run_1/gate_families.png
(4 px per um)
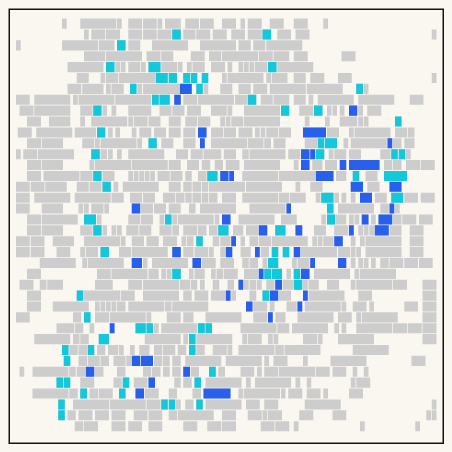
run_1/density.png
(2 px per um) The die is cut into 11 by 11 equal tiles; dark purple is low, yellow is high, 0 to 100% covered.
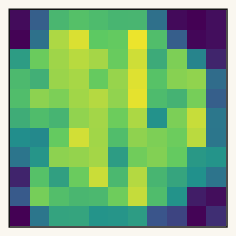
run_1/final_clocks.png
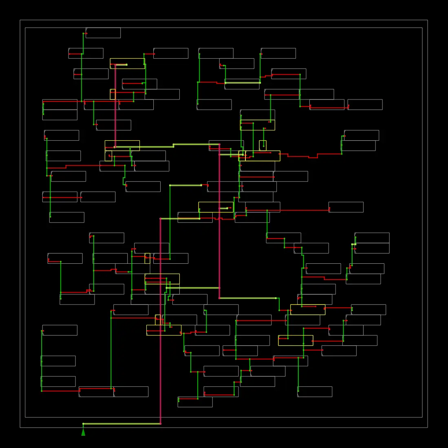
run_1/registers.png
(3 px per um) Other sequential cells in the stronger gray, the rest of the logic in the fainter gray.
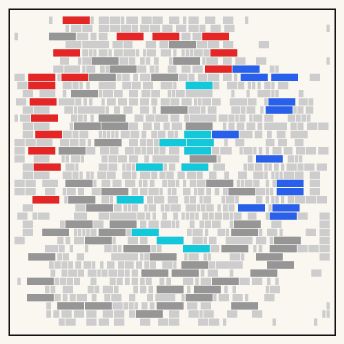
==> config.mk <==
export PLATFORM = sky130hd
export DESIGN_NAME = wb_ram_bist_master
export DESIGN_NICKNAME = d
export VERILOG_FILES = /design/src/rtl/wb_ram_bist_master.sv
export SDC_FILE = /design/constraint.sdc
export NUM_CORES = 1
export LEC_CHECK = 0
export CORE_UTILIZATION = 54
export CTS_BUF_LIST = sky130_fd_sc_hd__clkbuf_16
export DETAILED_ROUTE_END_ITERATION = 12
export GPL_TIMING_DRIVEN = 1
export PLACE_DENSITY = 0.88
export SLEW_MARGIN = 20
export SYNTH_ARGS = -nofsm -noshare
export SYNTH_HDL_FRONTEND = slang
export SYNTH_SLANG_ARGS = --single-unit
export TNS_END_PERCENT = 20
==> constraint.sdc <==
create_clock -name WBs_CLK_i -period 7.95 [get_ports WBs_CLK_i]
set_input_delay 1.59 -clock WBs_CLK_i [delete_from_list [all_inputs] [get_ports WBs_CLK_i]]
set_output_delay 1.59 -clock WBs_CLK_i [all_outputs]
set_load 0.03 [all_outputs]
==> flow_summary.ini <==
; generated from flow reports
[run_status]
status = completed

[drt]
routed_via_density = 5.95
first_pass_iters = 6
ant_nets = 0
wl_mm = 15.9
drt_iter0_markers = 444
num_vias = 5333
wl_per_cell_um = 17.7
drc = 0

[logic_synthesis]
simple_gate_area_frac = 0.245
netlist_instances = 678
flop_cell = dfrtp_1
syn_area_mm2 = 0.00608
yosys.area_share.xor_xnor = 0.114
most_common_cell = nand2_1
synth_cell_types = 73
edf_count = 0
syn_area_per_cell_um2 = 8.97
mux_area_frac = 0.0755
synth_top_area_share = 0.374
ys_sh_adder = 0.00823
yosys.area.top_type = dfrtp_1
netlist_top_cells_count = nand2_1 (131), dfrtp_1 (91), xnor2_1 (57)
yosys_cells = 678
numSynthFlops = 91
synthArstFlopShare = 1.00
topCombFamilyByArea = simple AND/OR/NAND/NOR gates
synthAoiAreaFrac = 0.107
yosys_area_mm2 = 0.00608
area_leaders = dfrtp_1 (37%), xnor2_1 (8.2%), nand2_1 (8.1%), mux2i_1 (3.8%), buf_4 (3.1%)
synth_warnings = 0
synth_seq_share = 0.374

[placed_design]
dp_cells = 882
place_congestion = 0.877
portBuffers = 112
dp_hpwl_mm = 10.9
dp_slack_ns = 3.55

[hold_path]
hold_depth = 2
hold_class = reg2reg

[clocking]
cts_tree = built
cts.clk_slew.worst_paths_ns = 0.06
post_cts_buffers = 0
cts.repair.resized = 0
clk_latency_ns = 0.34
cts-root-buf = clkbuf_16
htree_levels = 3
cts_buffer_depth = 2
ctsHoldBuffers = 0

[timing]
period_used_share = 0.497
tightest_slew_ns = 1.10
grt_setup_unrepaired = no
hold_violations = 0
fmax_mhz = 253
maxSlewHeadroom = 0.262
tns_ns = 0
slew_viol_final = 0
worst_slack_ns = 4.00
setup_violations = 0
finalCriticalPeriod_ns = 3.95

[power_and_ir_drop]
cellLeakagePower_nw = 3.08
p_int_w = 0.00152
p_sw_w = 0.00129
powerDensity_mw_per_mm2 = 384
pwr-share-comb = 0.551
p_seq_frac = 0.315
top_power_group = combinational logic
peakVddDrop_uv = 243
clkPwrFrac = 0.134
powerComb_w = 0.00155
swShare = 0.458

[final_layout]
diodes = 0
areaGrowthSynthToFinish_pct = 20.2
drive_above_1_share = 0.0687
nFillCells = 845
fin_nets = 838

[setup_path]
critPathSlowestCell = and4_1
crit_type = in2reg
cp_data_required_time_ns = 8.14
cp_num_cells = 7
arrival_ns = 4.14
r2r_cells = 6
reg2reg_slack_ns = 4.19
endpoint_kind = register
cp_slowest_stage_delay_ns = 0.84
start_kind = primary input
critPathBufInv = 1
cp_max_fo = 28
critical_path.cell_chain = clkdlybuf4s50_1 > a221oi_1 > o211ai_1 > nor4b_1 > and4_1 > nor3b_4 > mux2i_1
path_delay_family = simple AND/OR/NAND/NOR gates

[job]
drv_cap = 0
log.warning_count = 59

[grt]
grt_remaining_overflow = 0
antenna_found_initial = 0
grt_pass1_wl_mm = 25.7
first_global_vias = 5266
grt_start_max_net_pins = 92
grt_usage = 0.283

[floorplan]
dieArea_mm2 = 0.0117
rows = 38
die_w_um = 108
die_h_um = 108
pin_count = 161
Notes on gate_families.png above:
- NOR gates: blue (cells 56; most used nor2_1)
- inverting AOI/OAI gates: cyan (cells 78; most used o21ai_0)
logic share of the area: 0.466
Layout Cells excl Fill: 897
most used logic cell in the final layout: nand2_1

Notes on density.png above:
- fullest tile: 97%
- tiles over 75% full: 41%
- mean over tiles: 61%
- emptiest ninth of the die: north-east
- nearly empty tiles: 4.1%
Util after Layout: 0.671
Core Density at Floorplan: 0.559
Core Area: 0.0109 mm2

Notes on final_clocks.png above:
# clock sinks: 91
clk_buf instances: 9
CTS Buf Count: 9
Final Skew: 0.00858 ns
clock network power: 0.000377 W

Notes on registers.png above:
- WBm_DAT_o: red (placed flops 16)
- WBm_ADR_o: cyan (placed flops 11; where center)
- len_q: blue (placed flops 12)
- not colored: 52
sequential cell area share: 0.312
Sequential cell area: 0.00228 mm2
P_seq: 0.000883 W

-- run 1: placed cells by master (no fill, tap or decap), types with 4 or more instances in the layout --
master and count:
a21oi_1 17, nand4_1 13, or4_1 6, xor2_1 20
o32a_1 5, nor2_1 17, conb_1 16, inv_1 14
nor4_1 11, clkbuf_16 9, ha_1 4, and3_1 11
dfrtp_1 91, clkdlybuf4s50_1 112, a31oi_1 4, or3_1 13
clkinv_2 4, nor3_1 10, mux2_4 10, mux2_2 7
nand2b_1 7, mux2i_1 23, and4_1 4, o22ai_1 17
nor4b_1 5, nand2_1 131, o21ai_0 24, xnor2_1 57
and2_1 5, nand3_1 23, nor2b_1 5
-- run 1: per-stage QoR --
step / hold WS, ns / instance area, um2 / util / total power (W)
6_report: 0.506 / 7310 / 0.671 / 0.00281
5_1_grt: 0.519 / 7310 / 0.671 / 0.00299
4_1_cts: 0.507 / 7300 / 0.671 / 0.00280
3_5_place_dp: 0.475 / 7050 / 0.648 / 0.00241
3_3_place_gp: 0.466 / 7050 / 0.647 / 0.00235
2_1_floorplan: 0.466 / 6140 / - / 0.00203
-- run 1: final cells by class --
type / instances / area (um2) / area share
clock inverter: 6 / 26.3 / 0.00359
sequential: 91 / 2280 / 0.312
tap: 140 / 175 / 0.0240
multi-input combinational: 523 / 3410 / 0.466
timing repair buffer: 115 / 1150 / 0.157
inverter: 13 / 50.0 / 0.00685
clock buffer: 9 / 225 / 0.0308
-- run 1: worst min-delay path, cell delays in order (launching register included) --
cell and delay (ns):
dfrtp_1 0.36, nand2_1 0.06, nand2_1 0.06
-- run 1: routing by layer --
metal	wire (um)	part of all wire	global-route usage	vias to the layer above
li1	-	-	-	2480
met1	6610	0.42	0.370	2575
met2	7880	0.50	0.468	238
met3	986	0.062	0.0392	40
met4	405	0.026	0.126	0
met5	0	0	0	-
Power figures rest on the tool's default switching activity, not on a simulated workload.
